[src/rtl/neuron_layer_sequencer.sv]
`default_nettype none
// ============================================================================
// Module   : neuron_layer_sequencer
// Purpose  : Time-multiplexes one neuron MAC over every neuron of a fully-
//            connected layer, streaming input/weight pairs from synchronous
//            RAMs and writing each neuron result to a result RAM.
//            Optional macro NEURON_SEQ_PAUSE_EN adds a 'pause' input that
//            stalls address issue while streaming.
// Revision : 1.0 - initial release
// ============================================================================
module neuron_layer_sequencer #(
    parameter int DATA_WIDTH  = 16,
    parameter int NUM_INPUTS  = 784,
    parameter int NUM_NEURONS = 10,
    parameter int IN_ADDR_W   = 10,
    parameter int W_ADDR_W    = 13,
    parameter int N_ADDR_W    = 4
) (
    input  logic                  clk,
    input  logic                  rst,
    input  logic                  start,
    input  logic                  abort,
`ifdef NEURON_SEQ_PAUSE_EN
    input  logic                  pause,
`endif
    output logic                  busy,
    output logic                  done,
    output logic [IN_ADDR_W-1:0]  in_addr,
    input  logic [DATA_WIDTH-1:0] in_data,
    output logic [W_ADDR_W-1:0]   w_addr,
    input  logic [DATA_WIDTH-1:0] w_data,
    output logic [N_ADDR_W-1:0]   b_addr,
    input  logic [DATA_WIDTH-1:0] b_data,
    output logic                  neu_rst,
    output logic                  neu_valid,
    output logic [DATA_WIDTH-1:0] neu_data,
    output logic [DATA_WIDTH-1:0] neu_weight,
    output logic [DATA_WIDTH-1:0] neu_bias,
    input  logic                  neu_out_valid,
    input  logic [DATA_WIDTH-1:0] neu_out,
    output logic                  res_we,
    output logic [N_ADDR_W-1:0]   res_addr,
    output logic [DATA_WIDTH-1:0] res_data
);

    localparam logic [2:0] c_ST_IDLE   = 3'd0;
    localparam logic [2:0] c_ST_STREAM = 3'd1;
    localparam logic [2:0] c_ST_WAIT   = 3'd2;
    localparam logic [2:0] c_ST_WRITE  = 3'd3;
    localparam logic [2:0] c_ST_DONE   = 3'd4;

    localparam logic [IN_ADDR_W-1:0] c_LAST_I = IN_ADDR_W'(NUM_INPUTS - 1);
    localparam logic [N_ADDR_W-1:0]  c_LAST_N = N_ADDR_W'(NUM_NEURONS - 1);

    logic [2:0]            r_state;
    logic [IN_ADDR_W-1:0]  r_i;
    logic [N_ADDR_W-1:0]   r_n;
    logic [W_ADDR_W-1:0]   r_w_addr;
    logic                  r_neu_valid;
    logic                  r_neu_rst;
    logic [DATA_WIDTH-1:0] r_res_data;

    logic w_pause;
    logic w_issue;
    logic w_abort;

`ifdef NEURON_SEQ_PAUSE_EN
    assign w_pause = pause;
`else
    assign w_pause = 1'b0;
`endif

    assign w_issue = (r_state == c_ST_STREAM) && !w_pause;
    assign w_abort = abort && (r_state != c_ST_IDLE);

    // The weight address is a running counter: it holds on the last beat of
    // each neuron and steps again on WRITE->STREAM, so it never passes the
    // final weight of the layer.
    always_ff @(posedge clk or posedge rst) begin
        if (rst) begin
            r_state     <= c_ST_IDLE;
            r_i         <= '0;
            r_n         <= '0;
            r_w_addr    <= '0;
            r_neu_valid <= 1'b0;
            r_neu_rst   <= 1'b1;
            r_res_data  <= '0;
        end else begin
            r_neu_rst   <= w_abort;
            r_neu_valid <= w_issue && !abort;
            if (w_abort) begin
                r_state  <= c_ST_IDLE;
                r_i      <= '0;
                r_n      <= '0;
                r_w_addr <= '0;
            end else begin
                case (r_state)
                    c_ST_IDLE: begin
                        if (start) begin
                            r_state  <= c_ST_STREAM;
                            r_i      <= '0;
                            r_n      <= '0;
                            r_w_addr <= '0;
                        end
                    end
                    c_ST_STREAM: begin
                        if (!w_pause) begin
                            if (r_i == c_LAST_I) begin
                                r_i     <= '0;
                                r_state <= c_ST_WAIT;
                            end else begin
                                r_i      <= r_i + 1'b1;
                                r_w_addr <= r_w_addr + 1'b1;
                            end
                        end
                    end
                    c_ST_WAIT: begin
                        if (neu_out_valid) begin
                            r_res_data <= neu_out;
                            r_state    <= c_ST_WRITE;
                        end
                    end
                    c_ST_WRITE: begin
                        if (r_n == c_LAST_N) begin
                            r_state <= c_ST_DONE;
                        end else begin
                            r_n      <= r_n + 1'b1;
                            r_w_addr <= r_w_addr + 1'b1;
                            r_state  <= c_ST_STREAM;
                        end
                    end
                    c_ST_DONE: begin
                        r_state  <= c_ST_IDLE;
                        r_i      <= '0;
                        r_n      <= '0;
                        r_w_addr <= '0;
                    end
                    default: r_state <= c_ST_IDLE;
                endcase
            end
        end
    end

    assign busy       = (r_state != c_ST_IDLE);
    assign done       = (r_state == c_ST_DONE);
    assign res_we     = (r_state == c_ST_WRITE);
    assign in_addr    = r_i;
    assign w_addr     = r_w_addr;
    assign b_addr     = r_n;
    assign res_addr   = r_n;
    assign res_data   = r_res_data;
    assign neu_rst    = r_neu_rst;
    assign neu_valid  = r_neu_valid;
    assign neu_data   = in_data;
    assign neu_weight = w_data;
    assign neu_bias   = b_data;

endmodule
`default_nettype wire

[config.mk]
export PLATFORM = sky130hd
export DESIGN_NAME = neuron_layer_sequencer
export DESIGN_NICKNAME = d
export VERILOG_FILES = /design/src/rtl/neuron_layer_sequencer.sv
export SDC_FILE = /design/constraint.sdc
export NUM_CORES = 1
export LEC_CHECK = 0
export CAP_MARGIN = 0
export CORE_MARGIN = 10
export CORE_UTILIZATION = 36
export CTS_BUF_LIST = sky130_fd_sc_hd__clkbuf_4 sky130_fd_sc_hd__clkbuf_8
export DETAILED_ROUTE_END_ITERATION = 10
export PLACE_DENSITY = 0.8
export RECOVER_POWER = 50
export SETUP_SLACK_MARGIN = 0.05
export SLEW_MARGIN = 20
export SYNTH_ARGS = -nofsm -noshare
export SYNTH_HDL_FRONTEND = slang
export SYNTH_SLANG_ARGS = --single-unit
[constraint.sdc]
create_clock -name clk -period 1.85 [get_ports clk]
set_clock_uncertainty 0.2 [all_clocks]
set_input_delay 0.37 -clock clk [delete_from_list [all_inputs] [get_ports clk]]
set_output_delay 0.37 -clock clk [all_outputs]
set_load 0.02 [all_outputs]
Routing congestion:
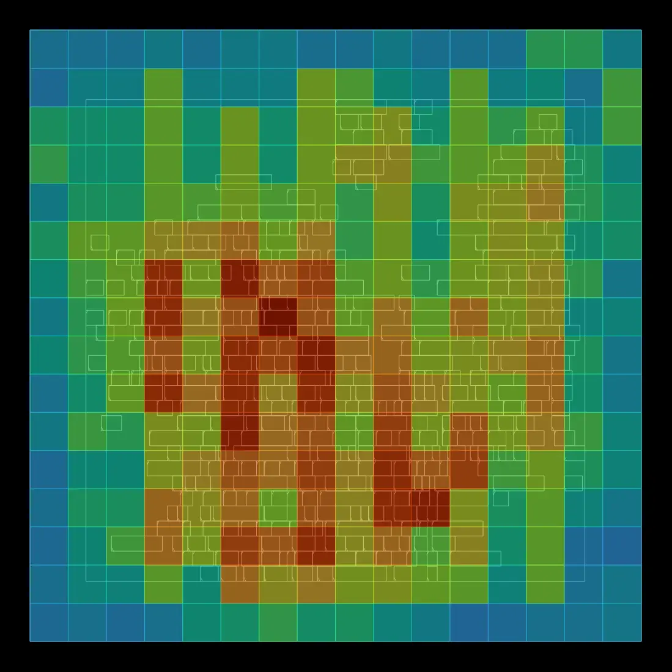
grt met3 use: 4.754%
most used routing layer in global routing: met2
met1 GRT Util: 16.33%

Met1 routing:
Bar = 20 µm.
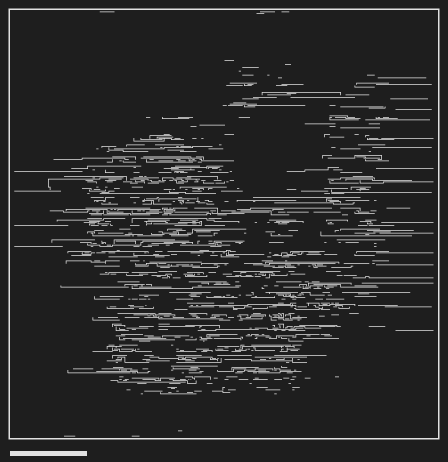
share of all routed wire: 42%
nets with wire on the layer: 385
main direction: horizontal
longest straight run: 27.6 µm

Wiring heat map:
Bar = 20 µm. The die is cut into 22 by 22 equal tiles; black is low, pale yellow is high, scaled to the fullest tile. Values are wire area over tile area, all layers added.
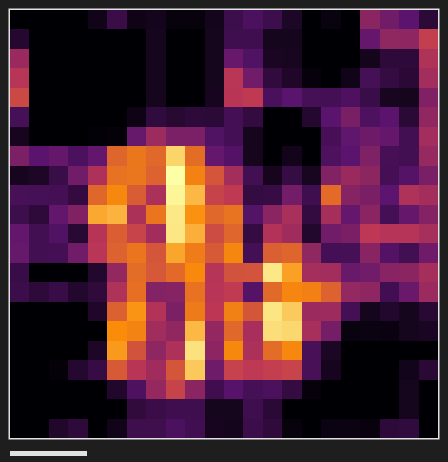
emptiest ninth of the die: upper left
nearly empty tiles: 25%
mean over tiles: 0.12
fullest tile: 0.47
tiles over half the peak: 18%

Signal wires on met2:
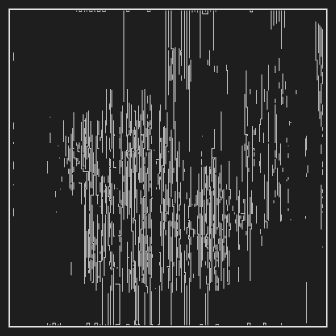
share of all routed wire: 50%
wire length on this layer: 4600 µm
main direction: vertical
nets with wire on the layer: 415
longest straight run: 34.6 µm

-- worst max-delay path, delay by kind of cell (launching register included) --
family	cells	cell delay [ns]
AND/OR/NAND/NOR	3	0.99
flip-flops	1	0.47
buffers and inverters	2	0.18
multiplexers	1	0.07
-- power by group through the flow --
stage | clock (W) | sequential, W | combinational (W)
finish | 0.000664 | 0.00146 | 0.00235
detailed placement | 0 | 0.00151 | 0.00198
floorplan | 0 | 0.00175 | 0.000912
global placement | 0 | 0.00149 | 0.00192
CTS | 0.000666 | 0.00146 | 0.00227
global route | 0.000714 | 0.00150 | 0.00250
-- final cells by class --
cell class	count	area [µm²]	share of cell area [%]
clock inverters	3	23.77	0.5488
well taps	102	127.6	2.946
flip-flops and latches	48	1216	28.08
clock buffers	5	68.82	1.589
multi-input cells	170	1533	35.38
inverters	8	35.03	0.8088
repair buffers	149	1328	30.65
-- cell families (layout without fill, tap and decap cells) --
kind of cell,after synthesis,in the layout,share of synthesized area [%]
compound gates,65,65,16.09
mux,18,18,6.791
buf+inv,74,165,17.49
xor+xnor,1,1,0.2972
fa+ha+maj,4,4,1.698
simple gates,82,82,16.85
flops,48,48,40.79
-- cell usage after synthesis (4+ instances only) --
master | n | area (µm²)
buf_4 | 54 | 405.4
nor2_1 | 14 | 52.55
o21ai_0 | 13 | 65.06
o211ai_1 | 4 | 30.03
ha_1 | 4 | 50.05
and3_1 | 4 | 25.02
nand3_1 | 9 | 45.04
o31ai_1 | 8 | 60.06
mux2_2 | 16 | 180.2
inv_1 | 7 | 26.28
o41ai_1 | 7 | 61.31
dfrtp_1 | 47 | 1176
nand2_1 | 14 | 52.55
buf_2 | 6 | 30.03
a21oi_1 | 12 | 60.06
nand2b_1 | 4 | 25.02
or3_1 | 5 | 31.28
-- through the flow --
stage	instances	cell area (µm²)
CTS	483	4249
global route	485	4332
detailed placement	460	3835
global placement	460	3835
floorplan	292	3003
finish	485	4332
-- flip-flops by register name, indices dropped and copies added (netlist names) --
register,flops
res_data,16
w_addr,13
neu_valid,1
neu_rst,1
b_addr,4
in_addr,10
r_state,3
-- worst max path at each step --
stage	from	endpoint	depth (start not counted)
finish	r_state[2]	w_addr[0]	6
global route	r_state[0]	b_addr[0]	5
CTS	r_state[1]	w_addr[0]	6
detailed placement	abort	w_addr[1]	6
global placement	abort	w_addr[9]	6
floorplan	abort	w_addr[6]	7
-- timing repair --
action / CTS / global route
endpoints found under the hold margin: 0 / 0
pin swaps: 12 / 17
setup endpoints to repair: 97 / 53
setup buffers: 14 / 5
gates cloned: 1 / 0
gates resized: 136 / 25
-- metal layers --
metal	vias up	GRT usage, %	wire length (µm)
li1	1191	-	-
met1	1311	16.33	3845
met2	104	24.10	4602
met3	20	4.754	639
met4	0	3.368	130
met5	-	0	0
==> results.py <==
# Flow results
metrics = {
    "final_layout": {
        "nFillCells": 683,
        "final_layout_top_logic_cells": "60 x buf_4, 43 x dlygate4sd2_1, 36 x dfrtp_1, 18 x clkdlybuf4s50_1",
        "final_common_cell": "buf_4",
        "diodes": 0,
        "area_growth_pct": 46.94,
        "utilization_pct": 55.20,
    },
    "routing": {
        "vias": 2626,
        "drcViolationCount": 0,
        "routedWlPerCell_um": 19.00,
        "ant_nets": 0,
        "dr.pass1.iters": 4,
        "drt_iter0_markers": 163,
        "drt_wl_total_um": 9217,
        "via_per_inst": 5.414,
    },
    "final_timing": {
        "setup_violations": 46,
        "setup_ws_ns": -0.1996,
        "tightest_slew_ns": 0.5898,
        "finalCritPeriodShare_pct": 110.8,
        "relSlewSlack_pct": 60.68,
        "fmax_ghz": 0.4879,
        "grt_setup_unrepaired": "yes",
        "fin_hold_ws_ns": 0.3139,
    },
    "grt": {
        "antenna_found_initial": 0,
        "grt_usage_pct": 14.03,
        "grt_pass1_vias": 2780,
        "grt_start_max_net_pins": 24,
    },
    "logic_synthesis": {
        "yosys_cells": 292,
        "numSynthFlops": 48,
        "async_flop_share_pct": 100.0,
        "flop_cell": "dfrtp_1",
        "ys_seq_share_pct": 40.79,
        "ys_area_um2": 2948,
        "yosys_warnings": 0,
        "syn-num-nets": 365,
        "ys_types": 60,
        "netlist_instances": 292,
        "synth-edff-count": 0,
        "postSynthAreaPerCell_um2": 10.10,
        "syn-cell-area_um2": 2948,
    },
    "floorplanning": {
        "die_w_um": 110.5,
        "std_cell_rows": 32,
        "die.size.y_um": 110.5,
    },
    "critical_path": {
        "worstSetupPathType": "register to register",
        "required_ns": 1.83,
        "crit_path_end_kind": "register",
        "start_kind": "register",
        "critical_path.max_fanout": 6,
        "r2r_cells": 6,
        "cp.arrival_ns": 2.03,
        "reg2reg_to": "w_addr[0]",
        "ff2ff_setup_slack_ns": -0.20,
        "cp_cell_sequence": "or4b_4 -> clkinv_4 -> and4_4 -> or3_4 -> buf_6 -> mux2i_1",
    },
    "clocking": {
        "clk_path_buf_depth": 2,
        "path_clk_slew_ns": 0.11,
        "cts_buffers": 5,
    },
    "power": {
        "cellPowerDensity_nw_per_um2": 1033,
        "switching_share_pct": 38.38,
        "p_total_w": 0.004476,
        "clockPowerShare_pct": 14.8,
        "p_comb_share_pct": 52.5,
        "irDropWorstVdd_mv": 0.5376,
    },
    "job": {
        "maxCapViolCount": 0,
        "tool_warnings": 30,
    },
    "status": {
        "outcome": "complete, but fails checks",
        "failed_checks": "negative setup slack",
    },
    "worst_hold_path": {
        "holdCritStartpoint": "res_data[1]",
    },
    "placed_design": {
        "place_hpwl_um": 6238,
        "pre_cts_ws_ns": -0.6546,
        "gp_congestion": 0.8352,
    },
}
Power and IR drop assume default switching activity.
